<file path="config.mk">
export PLATFORM = sky130hd
export DESIGN_NAME = pwm_from_counter
export DESIGN_NICKNAME = d
export VERILOG_FILES = /design/src/rtl/pwm_pkg.sv /design/src/rtl/pwm_deadtime.sv /design/src/rtl/pwm_from_counter.sv
export SDC_FILE = /design/constraint.sdc
export NUM_CORES = 1
export LEC_CHECK = 0
export CORE_ASPECT_RATIO = 1.5
export CORE_UTILIZATION = 54
export DETAILED_ROUTE_END_ITERATION = 8
export GPL_ROUTABILITY_DRIVEN = 0
export PLACE_DENSITY = 0.87
export SLEW_MARGIN = 20
export SYNTH_ARGS = -nofsm -noshare
export SYNTH_HDL_FRONTEND = slang
export SYNTH_SLANG_ARGS = --single-unit
</file>
<file path="constraint.sdc">
create_clock -name CLK -period 2.39 [get_ports CLK]
set_input_delay 0.478 -clock CLK [delete_from_list [all_inputs] [get_ports CLK]]
set_output_delay 0.478 -clock CLK [all_outputs]
set_load 0.01 [all_outputs]
</file>
<file path="src/rtl/pwm_pkg.sv">
// Shared types and helpers for the PWM stage fed by the free-running wrap counter.
package pwm_pkg;

    typedef enum logic [1:0] {
        IDLE      = 2'd0,
        ARM       = 2'd1,
        RUN       = 2'd2,
        STOP_PEND = 2'd3
    } pwm_state_e;

    localparam int WIDTH_DEF = 4;
    localparam int MAX_DUTY  = 2 ** WIDTH_DEF;

    function automatic logic [31:0] clamp_duty(input logic [31:0] duty, input logic [31:0] max_duty);
        if (duty > max_duty) begin
            clamp_duty = max_duty;
        end else begin
            clamp_duty = duty;
        end
    endfunction

endpackage

</file>
<file path="src/rtl/pwm_deadtime.sv">
// Dead-time shaper: delays each rising edge of PWM/PWM_N by DEAD cycles, keeps
// falling edges at one cycle and swallows pulses no longer than DEAD.
module pwm_deadtime #(
    parameter int DEAD = 1
) (
    input  logic CLK,
    input  logic RESETN,
    input  logic raw,
    output logic pwm,
    output logic pwm_n
);

    logic [1:0] dead_cnt_r;
    logic       prev_raw_r;
    logic       pwm_r;
    logic       pwm_n_r;

    // Any change of raw forces both outputs low and restarts the dead-time window.
    always_ff @(posedge CLK) begin
        if (!RESETN) begin
            dead_cnt_r <= 2'd0;
            prev_raw_r <= 1'b0;
            pwm_r      <= 1'b0;
            pwm_n_r    <= 1'b0;
        end else begin
            prev_raw_r <= raw;
            if (raw != prev_raw_r) begin
                dead_cnt_r <= 2'(DEAD - 1);
                pwm_r      <= 1'b0;
                pwm_n_r    <= 1'b0;
            end else if (dead_cnt_r != 2'd0) begin
                dead_cnt_r <= dead_cnt_r - 2'd1;
                pwm_r      <= 1'b0;
                pwm_n_r    <= 1'b0;
            end else begin
                dead_cnt_r <= 2'd0;
                pwm_r      <= raw;
                pwm_n_r    <= !raw;
            end
        end
    end

    assign pwm   = pwm_r;
    assign pwm_n = pwm_n_r;

endmodule

</file>
<file path="src/rtl/pwm_from_counter.sv">
// PWM generator driven by an upstream wrap counter, with double-buffered duty and
// period tick. Define PWM_DEADTIME_EN to add PWM_N and dead-time shaping.
module pwm_from_counter
    import pwm_pkg::*;
#(
    parameter int WIDTH   = 4,
    parameter int PERIODS = 8,
    parameter int DEAD    = 1
) (
    input  logic             CLK,
    input  logic             RESETN,
    input  logic [WIDTH-1:0] COUNT,
    input  logic             WRAP,
    input  logic             EN,
    input  logic [WIDTH:0]   DUTY,
    input  logic             DUTY_VALID,
    output logic             DUTY_READY,
    output logic             PWM,
`ifdef PWM_DEADTIME_EN
    output logic             PWM_N,
`endif
    output logic             PERIOD_TICK,
    output logic             RUNNING
);

    localparam int DUTY_MAX = (WIDTH == WIDTH_DEF) ? MAX_DUTY : (1 << WIDTH);

    pwm_state_e     state_r;
    pwm_state_e     state_next_s;
    logic [WIDTH:0] shadow_r;
    logic [WIDTH:0] active_r;
    logic [WIDTH:0] duty_clamped_s;
    logic           shadow_full_r;
    logic           hs_s;
    logic           xfer_s;
    logic           in_run_s;
    logic           raw_s;
    logic           period_end_s;
    logic [7:0]     period_cnt_r;
    logic           tick_r;
    logic           running_r;

    assign duty_clamped_s = (WIDTH+1)'(clamp_duty(32'(DUTY), 32'(DUTY_MAX)));
    assign hs_s           = DUTY_VALID && !shadow_full_r;
    assign xfer_s         = WRAP && shadow_full_r;
    assign in_run_s       = (state_r == RUN) || (state_r == STOP_PEND);
    assign period_end_s   = WRAP && in_run_s && (period_cnt_r == 8'(PERIODS - 1));

    // Next-state logic; EN returning during STOP_PEND wins over the closing wrap.
    always_comb begin
        state_next_s = state_r;
        case (state_r)
            IDLE:      if (EN) state_next_s = ARM; else state_next_s = IDLE;
            ARM:       if (!EN) state_next_s = IDLE; else if (WRAP) state_next_s = RUN; else state_next_s = ARM;
            RUN:       if (!EN) state_next_s = STOP_PEND; else state_next_s = RUN;
            STOP_PEND: if (EN) state_next_s = RUN; else if (WRAP) state_next_s = IDLE; else state_next_s = STOP_PEND;
            default:   state_next_s = IDLE;
        endcase
    end

    // Raw compare against the active duty; COUNT zero-extended so duty 2^WIDTH means always high.
    always_comb begin
        raw_s = 1'b0;
        if (in_run_s) begin
            raw_s = ({1'b0, COUNT} < active_r);
        end else begin
            raw_s = 1'b0;
        end
    end

    // FSM state register.
    always_ff @(posedge CLK) begin
        if (!RESETN) begin
            state_r <= IDLE;
        end else begin
            state_r <= state_next_s;
        end
    end

    // Shadow/active duty pair; a handshake can only happen while the shadow is empty.
    always_ff @(posedge CLK) begin
        if (!RESETN) begin
            shadow_r      <= '0;
            shadow_full_r <= 1'b0;
            active_r      <= '0;
        end else begin
            if (xfer_s) begin
                active_r <= shadow_r;
            end
            if (hs_s) begin
                shadow_r      <= duty_clamped_s;
                shadow_full_r <= 1'b1;
            end else if (xfer_s) begin
                shadow_full_r <= 1'b0;
            end
        end
    end

    // Period counter and tick; the count is dropped whenever the FSM heads for IDLE.
    always_ff @(posedge CLK) begin
        if (!RESETN) begin
            period_cnt_r <= 8'd0;
            tick_r       <= 1'b0;
            running_r    <= 1'b0;
        end else begin
            tick_r    <= period_end_s;
            running_r <= (state_next_s == RUN) || (state_next_s == STOP_PEND);
            if (state_next_s == IDLE) begin
                period_cnt_r <= 8'd0;
            end else if (period_end_s) begin
                period_cnt_r <= 8'd0;
            end else if (WRAP && in_run_s) begin
                period_cnt_r <= period_cnt_r + 8'd1;
            end
        end
    end

`ifdef PWM_DEADTIME_EN
    pwm_deadtime #(
        .DEAD(DEAD)
    ) u_deadtime (
        .CLK   (CLK),
        .RESETN(RESETN),
        .raw   (raw_s),
        .pwm   (PWM),
        .pwm_n (PWM_N)
    );
`else
    logic pwm_r;

    // Output register for the plain PWM path.
    always_ff @(posedge CLK) begin
        if (!RESETN) begin
            pwm_r <= 1'b0;
        end else begin
            pwm_r <= raw_s;
        end
    end

    assign PWM = pwm_r;
`endif

    assign DUTY_READY  = !shadow_full_r;
    assign PERIOD_TICK = tick_r;
    assign RUNNING     = running_r;

endmodule

</file>
### Where the registers sit, run 1

The bar under the picture is 10 um long. Other sequential cells in the stronger grey, the rest of the logic in the fainter grey.
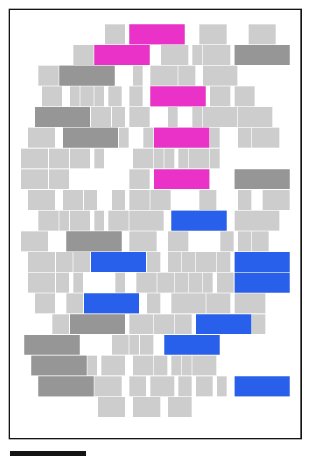
Key: `active_r` = magenta [flops 5, where top centre]; `period_cnt_r` = blue [flops 8]
Another 10 sequential cells are not coloured.
final core area utilization: 0.703
Seq. pwr: 0.000399 W

### Routing congestion map, run 1

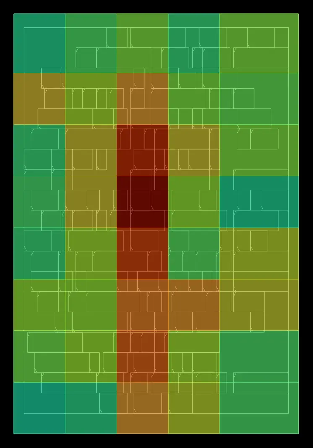
Tot GR Track Use: 0.216
GR met3 Demand/Resource: 0.0360
GRT met2 Usage: 0.397
GR peak layer: met2
wire per inst: 12.6 um

==> impl_metrics.csv, run 1 <==
group,metric,value,unit
power,power.density,499,nW/um^2
run_status,outcome,"finished clean",
routing,route.detailed.drc,0,
synthesis,synth_cells,119,
setup_path,reg2reg_to,"period_cnt_r[6]",
setup_path,rr_startpoint,"period_cnt_r[0]",
placed_design,dpl_cell_area,1260,um^2
power,p_int,0.000493,W
setup_path,worst-r2r-setup-slack,0.97,ns
finish,final_cell_mix,"dfxtp_1, clkdlybuf4s50_1, nand2_1, a21boi_0, nand3_1",
setup_path,crit_required,1.91,ns
synthesis,topCellsByArea,"dfxtp_1, a21boi_0, nand2_1, ha_1, nand3_1",
timing,hold_slack,0.472,ns
timing,post-route-period-util,0.804,
cts,htreeDepth,1,
setup_path,worst-path-buf-inv,1,
routing,ant_nets,0,
power,pwr-share-seq,0.621,
finish,n_fill_cell,148,
timing,worst_slack,0.469,ns
placed_design,dp_hpwl,1580,um
cts,cts_inserted_buffers,3,
power,largestPowerGroup,"registers",
power,leakagePower,0.441,nW
setup_path,cpLargestDelayFamily,"buffers and inverters",
setup_path,cp_cell_sequence,"clkdlybuf4s50_1",
min_path,hold_path.class,"flop to flop",
cts,clock_sinks,23,
routing,met1Wirelength,854,um
synthesis,edf_count,0,
global_routing,use_met1,0.236,
synthesis,ff_type,"dfxtp_1",
global_routing,grt_first_pass_wirelength,3420,um
timing,fmax,0.521,GHz
routing,first_pass_iters,5,
synthesis,fp_nets,137,
setup_path,worstPathArrival,1.44,ns
placed_design,pre_cts_ws,0.424,ns
routing,viasPerCell,5.60,
global_routing,grt-ovfl-total,0,
setup_path,worstSetupPathType,"flop to output port",
finish,seqCellArea,460,um^2
synthesis,yosysMostFrequentCell,"dfxtp_1",
min_path,min_to,"shadow_r[0]",
cts,clkTransAtPathRegs,0.13,ns
finish,fin_nets,158,
synthesis,syn_area,1060,um^2
finish,syn_to_final_growth,21.5,%
timing,rsz0062_at_grt,"false",
### Signal metal coverage by tile, run 1

The bar under the picture is 10 um long. The die is cut into 8 by 11 equal tiles; dark blue is low, red is high, scaled to the fullest tile. Values are wire area over tile area, all layers added.
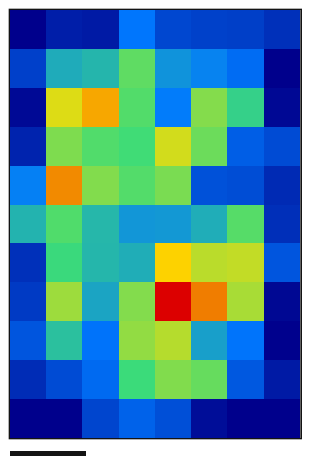
32% of the tiles are over half the peak. The densest ninth of the die: centre. 11% of the tiles are nearly empty. The fullest tile reaches 0.43. The mean over all tiles is 0.14.
vias: 896
total wire length: 2010 um

### Cell classes on the final placement, run 1

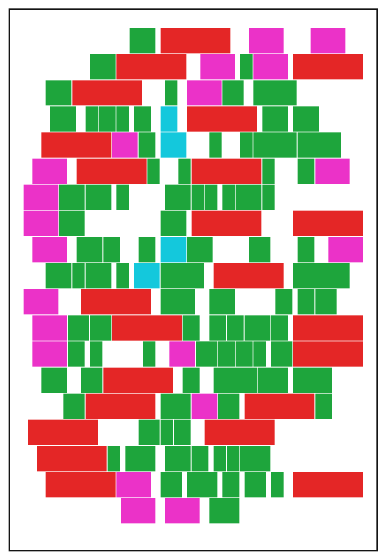
Key: combinational and other logic = green [cells 92]; remaining buffers and delay cells = magenta [cells 20]; clock drivers and dummy loads = cyan [cells 4]; sequential cells = red [cells 23]
Seq area share: 0.358
FP Rows: 19
core region area: 1830 um^2
fin area: 1290 um^2

[run 1: cell type report]
class	instances	share of cell area
inverters	7	0.0204
repair buffers	20	0.150
clock inverters	1	0.00389
well taps	21	0.0204
clock buffers	3	0.0175
multi-input cells	85	0.430
flip-flops and latches	23	0.358
[run 1: sequential cells by signal, summed over array words and instances, names as in the netlist]
name,cells
shadow_full_r,1
RUNNING,1
PERIOD_TICK,1
active_r,5
state_r,1
shadow_r,5
period_cnt_r,8
PWM,1
[run 1: cells by family (layout without fill, tap and decap cells)]
logic type,after synthesis,count (layout),synth area share
muxes,1,1,0.00946
buffers and inverters,11,31,0.0426
DFF,23,23,0.435
and+or+nand+nor,50,50,0.274
xor gates and xnor gates,3,3,0.0248
AOI/OAI and AO/OA,27,27,0.167
adders and majority gates,4,4,0.0473
### Routed metal, one colour a layer, run 1

The bar under the picture is 10 um long.
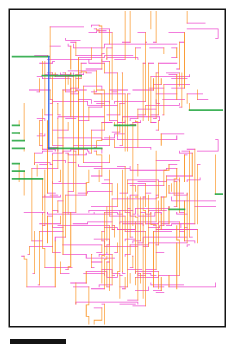

==> run 2: changes to the inputs <==
- CORE_UTILIZATION: 54 -> 46
- PLACE_DENSITY: 0.87 -> 0.8
- clock period: 2.39 -> 1.6 ns (I/O delays scaled with it)
### Routed metal, one colour a layer, run 2

The bar under the picture is 10 um long.
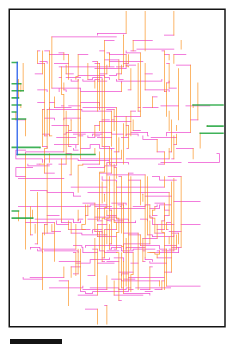
Key: metal 2 = orange [wire length 979 um]; metal 3 = green [wire length 49.0 um]; metal 4 = blue [wire length 17.7 um]; metal 1 = magenta [wire length 875 um]
Tot GR Track Use: 0.191
total wire length: 1920 um
wire per inst: 11.8 um

==> run 2 against run 1 <==
Critical endpoint is now PERIOD_TICK; highest routed layer unchanged; flip-flop count stayed put; critical path type unchanged; routed wire length is 4.4% lower; register-to-register slack worse by 0.74 ns.
==> impl_metrics.csv, run 2 <==
group,metric,value,unit
finish,largest_register_ffs,8,
timing,rsz0062_at_grt,"false",
global_routing,top_usage_layer,"met2",
power,pwr-share-seq,0.622,
synthesis,largest_area_cell,"dfxtp_1",
finish,nClkBuffers,3,
setup_path,rr_startpoint,"period_cnt_r[0]",
power,leakagePower,0.451,nW
finish,buffer_area_frac,0.157,
min_path,min_to,"shadow_r[0]",
finish,syn_to_final_growth,23.8,%
power,p_int,0.000736,W
setup_path,reg2reg_to,"period_cnt_r[6]",
placed_design,port_buffers,17,
routing,viasPerCell,5.43,
finish,n_all_inverters,7,
finish,clkCellAreaFrac,0.0229,
die,fp_util,0.504,
finish,seqCellArea,468,um^2
global_routing,grt-ovfl-total,0,
routing,vias,885,
finish,n_fill_cell,205,
run_status,outcome,"finished clean",
power,largestPowerGroup,"registers",
finish,design.seq.count,23,
routing,top_layer,"met4",
synthesis,yosysMostFrequentCell,"dfxtp_1",
setup_path,worstSetupPathType,"flop to output port",
finish,final_cell_mix,"dfxtp_1, nand2_1, clkdlybuf4s50_1, a21boi_0, nand3_1",
placed_design,dp_hpwl,1540,um
synthesis,ff_type,"dfxtp_1",
cts,htreeDepth,1,
synthesis,syn_area,1060,um^2
global_routing,grt_util_met2,0.321,
synthesis,edf_count,0,
synthesis,topCellsByArea,"dfxtp_1, a21boi_0, nand2_1, ha_1, nand3_1",
setup_path,cpLargestDelayFamily,"buffers and inverters",
power,seq_cell_power,0.000595,W
setup_path,cp_cell_sequence,"clkdlybuf4s50_1",
timing,hold_slack,0.471,ns
setup_path,worst-path-buf-inv,1,
power,switchingPower,0.000220,W
cts,post-cts-setup-buffer-count,0,
timing,fmax,0.679,GHz
global_routing,grtUsageMet3,0.0330,
die,die-area,2500,um^2
global_routing,grt_first_pass_wirelength,3350,um
power,swShare,0.230,
power,power.density,730,nW/um^2
finish,n_all_buffers,22,
finish,fin_nets,160,
timing,post-route-period-util,0.921,
die,tapCellCount,22,
routing,met1Wirelength,874,um
setup_path,max_stage_delay,0.52,ns
setup_path,crit_required,1.28,ns
min_path,hold_depth,2,
synthesis,fp_nets,137,
routing,route.detailed.drc,0,
min_path,hold_path.class,"flop to flop",
setup_path,worst-r2r-setup-slack,0.23,ns
die,die_height,60.8,um
synthesis,yosys-top-cells-count,"dfxtp_1, nand2_1, a21boi_0",
finish,logic_gates,85,
finish,largestRegisters,"period_cnt_r (8), active_r (5), shadow_r (5)",
cts,clkTransAtPathRegs,0.13,ns
routing,first_pass_iters,4,
synthesis,synth_cells,119,
finish,largest_class,"logic gates",
synthesis,synth.distinct_cells,32,
global_routing,antenna_found_initial,0,
### Cell classes on the final placement, run 2

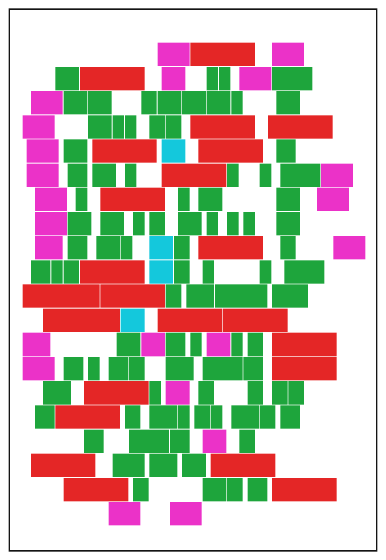
Key: combinational and other logic = green [cells 92]; sequential cells = red [cells 23]; remaining buffers and delay cells = magenta [cells 22]; clock drivers and dummy loads = cyan [cells 4]
core region area: 2100 um^2
Seq area share: 0.357
fin area: 1310 um^2
FP Rows: 20
final core area utilization: 0.623

run 2: cell counts after synthesis:
No cell type changed its count.
run 2: cells by family after synthesis:
group | synth area share
muxes | 0.00946
AOI/OAI and AO/OA | 0.167
adders and majority gates | 0.0473
xor gates and xnor gates | 0.0248
and+or+nand+nor | 0.274
buffers and inverters | 0.0426
DFF | 0.435
run 2: through the flow:
stage / setup slack (ns) / instance area [um^2] / TNS [ns] / std cells
finish: 0.126 / 1310 / 0 / 163
global route: 0.0726 / 1310 / 0 / 163
CTS: 0.109 / 1310 / 0 / 163
detailed placement: -0.117 / 1270 / -0.283 / 159
global placement: -0.0429 / 1270 / -0.0747 / 159
floorplan: 0.332 / 1060 / 0 / 119
No activity file was given, so power comes from the tool's default toggle rates.
